## src/rtl/mem_snoop_arbiter.sv

```systemverilog
`default_nettype none
// ============================================================================
// Module  : mem_snoop_arbiter
// Purpose : Shares a single-port data memory between the CPU port and a snoop
//           sweep that copies mem[SNOOP_BASE +: SNOOP_CNT] into shadow words.
//           Optional macro SNOOP_WRITE_TRACK_EN mirrors CPU window writes
//           straight into the shadow words.
// Revision: 1.0 - initial release
// ============================================================================
module mem_snoop_arbiter #(
    parameter int AW         = 8,
    parameter int DW         = 8,
    parameter int SNOOP_BASE = 20,
    parameter int SNOOP_CNT  = 11,
    parameter int STARVE_MAX = 4
) (
    input  logic                    clk,
    input  logic                    rst,
    input  logic                    cpu_req,
    input  logic                    cpu_we,
    input  logic [AW-1:0]           cpu_addr,
    input  logic [DW-1:0]           cpu_wdata,
    output logic                    cpu_gnt,
    output logic                    cpu_rvalid,
    output logic [DW-1:0]           cpu_rdata,
    output logic                    mem_en,
    output logic                    mem_we,
    output logic [AW-1:0]           mem_addr,
    output logic [DW-1:0]           mem_wdata,
    input  logic [DW-1:0]           mem_rdata,
    input  logic                    snoop_start,
    output logic                    snoop_busy,
    output logic                    snoop_done,
    output logic [SNOOP_CNT*DW-1:0] shadow
);

    localparam int IW = (SNOOP_CNT > 1) ? $clog2(SNOOP_CNT) : 1;
    localparam int SW = (STARVE_MAX > 0) ? $clog2(STARVE_MAX + 1) : 1;

    localparam logic [1:0] S_IDLE  = 2'd0;
    localparam logic [1:0] S_SWEEP = 2'd1;
    localparam logic [1:0] S_DRAIN = 2'd2;

    localparam logic [IW-1:0] LAST_IDX   = IW'(SNOOP_CNT - 1);
    localparam logic [SW-1:0] STARVE_LIM = SW'(STARVE_MAX);

    logic [1:0]              state_q, state_d;
    logic [IW-1:0]           idx_q, idx_d;
    logic [SW-1:0]           starve_q, starve_d;
    logic                    cap_pend_q;
    logic [IW-1:0]           cap_idx_q;
    logic                    rvalid_q;
    logic [SNOOP_CNT*DW-1:0] shadow_q;

    logic                    w_sweep;
    logic                    w_cpu_win;
    logic                    w_snoop_win;
    logic [AW-1:0]           w_snoop_addr;

    // CPU has priority unless it has already starved a pending snoop slot.
    assign w_sweep      = (state_q == S_SWEEP);
    assign w_cpu_win    = !rst && cpu_req && (!w_sweep || (starve_q < STARVE_LIM));
    assign w_snoop_win  = !rst && w_sweep && !w_cpu_win;
    assign w_snoop_addr = AW'(SNOOP_BASE) + AW'(idx_q);

    assign cpu_gnt    = w_cpu_win;
    assign mem_en     = w_cpu_win || w_snoop_win;
    assign mem_we     = w_cpu_win && cpu_we;
    assign mem_addr   = w_cpu_win ? cpu_addr : (w_snoop_win ? w_snoop_addr : '0);
    assign mem_wdata  = (w_cpu_win && cpu_we) ? cpu_wdata : '0;

    assign cpu_rvalid = rvalid_q;
    assign cpu_rdata  = rvalid_q ? mem_rdata : '0;
    assign snoop_busy = (state_q == S_SWEEP) || (state_q == S_DRAIN);
    assign snoop_done = !rst && (state_q == S_DRAIN);
    assign shadow     = shadow_q;

`ifdef SNOOP_WRITE_TRACK_EN
    localparam int AW1 = AW + 1;
    localparam logic [AW:0] WIN_LO = AW1'(SNOOP_BASE);
    localparam logic [AW:0] WIN_HI = AW1'(SNOOP_BASE + SNOOP_CNT);

    logic          w_track;
    logic [IW-1:0] w_track_idx;

    assign w_track     = w_cpu_win && cpu_we &&
                         ({1'b0, cpu_addr} >= WIN_LO) && ({1'b0, cpu_addr} < WIN_HI);
    assign w_track_idx = IW'(cpu_addr - AW'(SNOOP_BASE));
`endif

    always_comb begin
        state_d  = state_q;
        idx_d    = idx_q;
        starve_d = starve_q;
        case (state_q)
            S_IDLE: begin
                if (snoop_start) begin
                    state_d  = S_SWEEP;
                    idx_d    = '0;
                    starve_d = '0;
                end
            end
            S_SWEEP: begin
                if (w_snoop_win) begin
                    starve_d = '0;
                    if (idx_q == LAST_IDX) begin
                        state_d = S_DRAIN;
                        idx_d   = '0;
                    end else begin
                        idx_d = idx_q + 1'b1;
                    end
                end else if (w_cpu_win) begin
                    starve_d = starve_q + 1'b1;
                end
            end
            S_DRAIN: state_d = S_IDLE;
            default: state_d = S_IDLE;
        endcase
    end

    always_ff @(posedge clk) begin
        if (rst) begin
            state_q    <= S_IDLE;
            idx_q      <= '0;
            starve_q   <= '0;
            cap_pend_q <= 1'b0;
            cap_idx_q  <= '0;
            rvalid_q   <= 1'b0;
            shadow_q   <= '0;
        end else begin
            state_q    <= state_d;
            idx_q      <= idx_d;
            starve_q   <= starve_d;
            cap_pend_q <= w_snoop_win;
            cap_idx_q  <= idx_q;
            rvalid_q   <= w_cpu_win && !cpu_we;
            // Later assignment wins: a tracked CPU write overrides a same-edge capture.
            for (int i = 0; i < SNOOP_CNT; i++) begin
                if (cap_pend_q && (cap_idx_q == IW'(i)))
                    shadow_q[i*DW +: DW] <= mem_rdata;
`ifdef SNOOP_WRITE_TRACK_EN
                if (w_track && (w_track_idx == IW'(i)))
                    shadow_q[i*DW +: DW] <= cpu_wdata;
`endif
            end
        end
    end

endmodule
`default_nettype wire

```

## config.mk

```make
export PLATFORM = sky130hd
export DESIGN_NAME = mem_snoop_arbiter
export DESIGN_NICKNAME = d
export VERILOG_FILES = /design/src/rtl/mem_snoop_arbiter.sv
export SDC_FILE = /design/constraint.sdc
export NUM_CORES = 1
export LEC_CHECK = 0
export CORE_ASPECT_RATIO = 0.5
export CORE_MARGIN = 10
export CORE_UTILIZATION = 30
export DETAILED_ROUTE_END_ITERATION = 10
export PLACE_DENSITY = 0.65
export SETUP_SLACK_MARGIN = 0.3
export SYNTH_ARGS = -nofsm -noshare
export SYNTH_HDL_FRONTEND = slang
export SYNTH_SLANG_ARGS = --single-unit
```

## constraint.sdc

```tcl
create_clock -name clk -period 1.95 [get_ports clk]
set_input_delay 0.4875 -clock clk [delete_from_list [all_inputs] [get_ports clk]]
set_output_delay 0.4875 -clock clk [all_outputs]
set_load 0.1 [all_outputs]
```

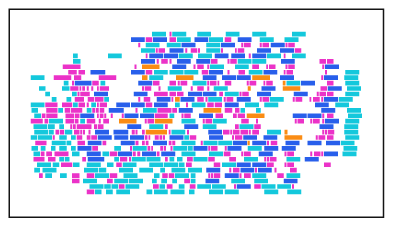
Run 1: cells coloured by class
(2 px per um)
combinational and other logic: in magenta, cells 295, share of their area 30%. other buffers and delay cells: in cyan, cells 187, share of their area 39%. flops: in blue, cells 103, share of their area 27%. clock drivers and dummy loads: in orange, cells 16, share of their area 3.8%.
num rows: 30
Finished Cell Area: 7850 um^2
core box area: 13550 um^2
flop share of the area: 26.41%
utilization after layout: 57.93%

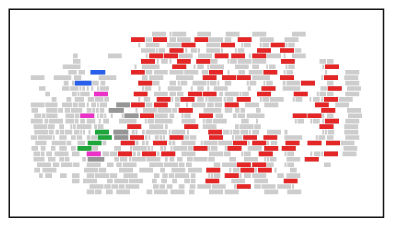
Run 1: register map, names as in the netlist
(2 px per um)
starve_q: in magenta, flops 3. idx_q: in green, flops 4. state_q: in blue, flops 2. shadow: in red, flops 88.
Another 6 sequential cells are not coloured.
Seq. cell area: 2073 um^2
sequential cell power: 2.25 mW

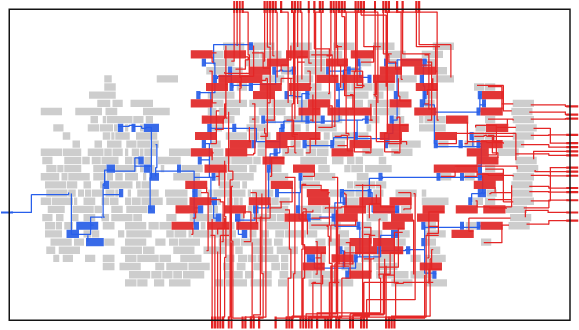
Run 1: port wiring
(3 px per um)
shadow: in red, direction output, edge 36 bottom, 36 top, 16 right, end cells 88, buffers 88, wire 3940 um. rst: in blue, direction input, edge left, end cells 102, buffers 4, wire 939 um.
IO Count: 147
I/O Buffers: 146

==> qor.csv, run 1 <==
metric,value,unit
status,"finished, violations left",
failing checks,setup timing,
Post-synth EDFFs,0,
Top cell area share,49.65,%
Clock Power,1.77,mW
Pre-Place Util,30.65,%
# DRC,0,
worst skew pair latency,0.34,ns
fillcell total,1081,
number of global-route vias before repair,3705,
CP max stage cell,dfxtp_2,
critical path class,reg2out,
synthesized instance count,427,
ys cells,427,
worst slew pin tran,0.9548,ns
"Req. time, crit path",1.46,ns
Combinational Area,2233,um^2
"Chip Area, Yosys",4153,um^2
maximum vdd drop,0.0009618,V
cts repair resizes,31,
reg-to-reg endpoint,starve_q[2]$_SDFFE_PP0P_,
CP Capture Type,primary output,
Chip Width,186.4,um
max layer used,met4,
Final Cycle Share,115.1,%
Cell variety after synth,35,
most numerous cell in the Yosys netlist,dfxtp_1,
combinational power,1.78,mW
"delay-heaviest family, CP",buffers and inverters,
H-tree levels,3,
M3 GR Usage,3.012,%
# Max-Cap Violations,0,
vias per cell,4.581,
total tool warning count,34,
Antenna Cells,0,
Routed WL per cell,17.72,um
Placed Cells,765,
gr usage total,14.27,%
largest class,non-clock buffers,
fraction of area in multi-input gates,28.45,%
P_sw,1.872,mW
unrepaired setup endpoints after global routing,true,
Via Count,3633,
final setup vio count,20,
"Buf+Inv Stages, Crit Path",3,
Seq cells,103,
GRT Max-Usage Layer,met2,
type of origin of the critical path,register,
Clk network pwr share,30.5,%
clk_buf instances,10,
reg-to-reg startpoint,state_q[1]$_SDFFE_PP0P_,
hpwl dp,10250,um
Setup WS post-layout,-0.2953,ns
WP depth,7,
share of cells above drive strength 1,40.10,%
## run 1: logic make-up (layout without fill, tap and decap cells)
family,count (synthesis),after routing,share of synthesized area (%)
AOI/OAI and AO/OA,29,29,4.399
xor gates and xnor gates,1,1,0.2109
adders and majority gates,8,8,2.410
buffers and inverters,39,213,3.856
DFF,103,103,49.65
muxes,83,83,20.04
and+or+nand+nor,164,164,19.43
## run 1: worst reg2reg max path: cells and delay by family, from the launching register on
kind          cells  cell delay, ns
xor+xnor          1            0.06
fa+ha+maj         1            0.17
buf+inv           4            0.40
flops             1            0.34
mux               1            0.35
simple gates      2            0.23
## run 1: registers in the layout, summed over array words and instances (netlist names)
name / flops
starve_q: 3
cpu_rvalid: 1
shadow: 88
state_q: 2
cap_idx_q: 4
cap_pend_q: 1
idx_q: 4
Run 1, cell placement:
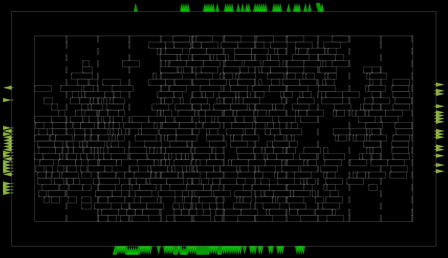

## Run 2: what changed since run 1
- CELL_PAD_IN_SITES_DETAIL_PLACEMENT: not set -> 2
- CELL_PAD_IN_SITES_GLOBAL_PLACEMENT: not set -> 2
- CORE_UTILIZATION: 30 -> 26
- PLACE_DENSITY: 0.65 -> 0.89
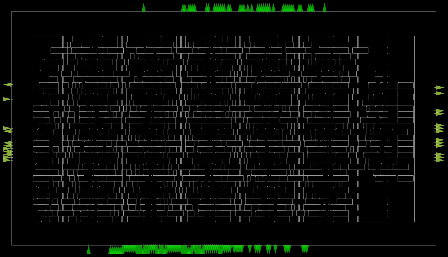
Run 2: cell placement
flop share of the area: 25.25%
num rows: 32
Seq cells: 103

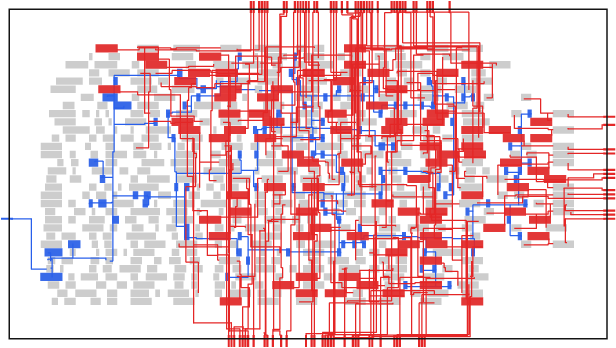
Run 2: port wiring
(3 px per um)
rst: in blue, direction input, edge left, end cells 102, buffers 5, wire 1110 um. shadow: in red, direction output, edge 41 top, 34 bottom, 13 right, end cells 88, buffers 88, wire 6610 um.

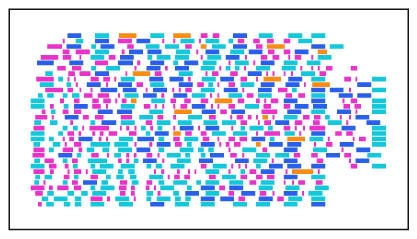
Run 2: cells coloured by class
(2 px per um)
other buffers and delay cells: in cyan, cells 209, share of their area 40%. clock drivers and dummy loads: in orange, cells 16, share of their area 3.9%. combinational and other logic: in magenta, cells 295, share of their area 30%. flops: in blue, cells 103, share of their area 26%.
Finished Cell Area: 8237 um^2
utilization after layout: 53.02%
core box area: 15530 um^2

==> run 2 against run 1 <==
  * The run still ends with setup timing left
  * Clock power increased by 14%
  * Synthesized cell count unchanged
  * Non-clock buffer count increased by 22
  * Core utilization decreased by 4.9 points
  * Routed wire length increased by 85%
  * Count of clock-buffer cells in the layout unchanged
  * Global-route usage increased by 7.4 points
  * Via count increased by 14%
  * Critical path depth unchanged
  * Power increased by 11%
  * Maximum frequency decreased by 7.0%
  * Final area increased by 4.9%
  * Critical path type unchanged
  * Largest cell class unchanged
==> qor.csv, run 2 <==
metric,value,unit,change
max reg flops,88,,unchanged
total tool warning count,34,,unchanged
post-synthesis xor/xnor area fraction,0.2109,%,unchanged
cts repair resizes,50,,+61%
most numerous cell in the Yosys netlist,dfxtp_1,,
vias per cell,5.012,,+9.4%
GRT Max-Usage Layer,met2,,
P_sw,2.325,mW,+24%
Cell variety after synth,35,,unchanged
Top cell area share,49.65,%,unchanged
maximum vdd drop,0.001014,V,+5.4%
status,"finished, violations left",,
Dominant combinational family,multiplexers,,
# DRC,0,,unchanged
Final Cycle Share,123.8,%,+8.7 points
post-CTS setup buffers,16,,
ys cells,427,,unchanged
Clk network pwr share,31.5,%,+1.0 points
IO Count,147,,unchanged
worst skew pair latency,0.37,ns,+0.03 ns
# Max-Cap Violations,0,,unchanged
share of cells above drive strength 1,44.30,%,+4.2 points
hpwl dp,15670,um,+53%
Routed WL per cell,31.44,um,+77%
mux share,20.04,%,unchanged
Via Count,4145,,+14%
H-tree levels,3,,unchanged
Chip Width,198.7,um,+6.6%
synthesized instance count,427,,unchanged
gr usage total,21.69,%,+7.4 points
final WL,26000,um,
Setup WS post-layout,-0.4643,ns,-0.1691 ns
sequential cell power,2.26,mW,about the same
number of global-route vias before repair,4641,,+25%
Clock Power,2.02,mW,+14%
FMAX,0.4142,GHz,
"Chip Area, Yosys",4153,um^2,unchanged
worst slew pin tran,0.5098,ns,-0.4450 ns
reg-to-reg startpoint,state_q[1]$_SDFFE_PP0P_,,
type of origin of the critical path,register,,
unrepaired setup endpoints after global routing,true,,
Combinational Area,2320,um^2,+3.9%
Pre-Place Util,26.73,%,-3.9 points
final setup vio count,20,,unchanged
failing checks,setup timing,,
Basic Gates by Area,19.43,%,unchanged
Complex Gates by Area,4.399,%,unchanged
I/O Buffers,146,,unchanged
Placed Cells,782,,+2.2%
Adders+Majority by Area,2.410,%,unchanged
Post-synth EDFFs,0,,unchanged
==> run 2: cell types whose count changed in the layout (fill, tap and decap cells not counted), moves of 3 or more <==
cell / previous run / this run
mux2i_4: 0 / 3
buf_12: 118 / 121
inv_6: 0 / 3
dfxtp_1: 98 / 95
buf_4: 35 / 49
clkinv_2: 3 / 0
mux2i_1: 82 / 78
==> run 2: worst max-delay path, stage by stage (launching register included) <==
cell and delay (ns):
dfxtp_2 0.35, inv_2 0.06, ha_4 0.18, a211oi_4 0.26, buf_4 0.18, buf_12 0.13
and3_4 0.21, buf_12 0.18
==> run 2: final cells by class <==
type / count / area share, %
repair buffers: 209 / 39.10
multi-input cells: 285 / 28.16
flip-flops and latches: 103 / 25.25
well taps: 204 / 3.099
clock buffers: 10 / 2.901
clock inverters: 6 / 0.9114
inverters: 10 / 0.5772
No activity file was given, so power comes from the tool's default toggle rates.
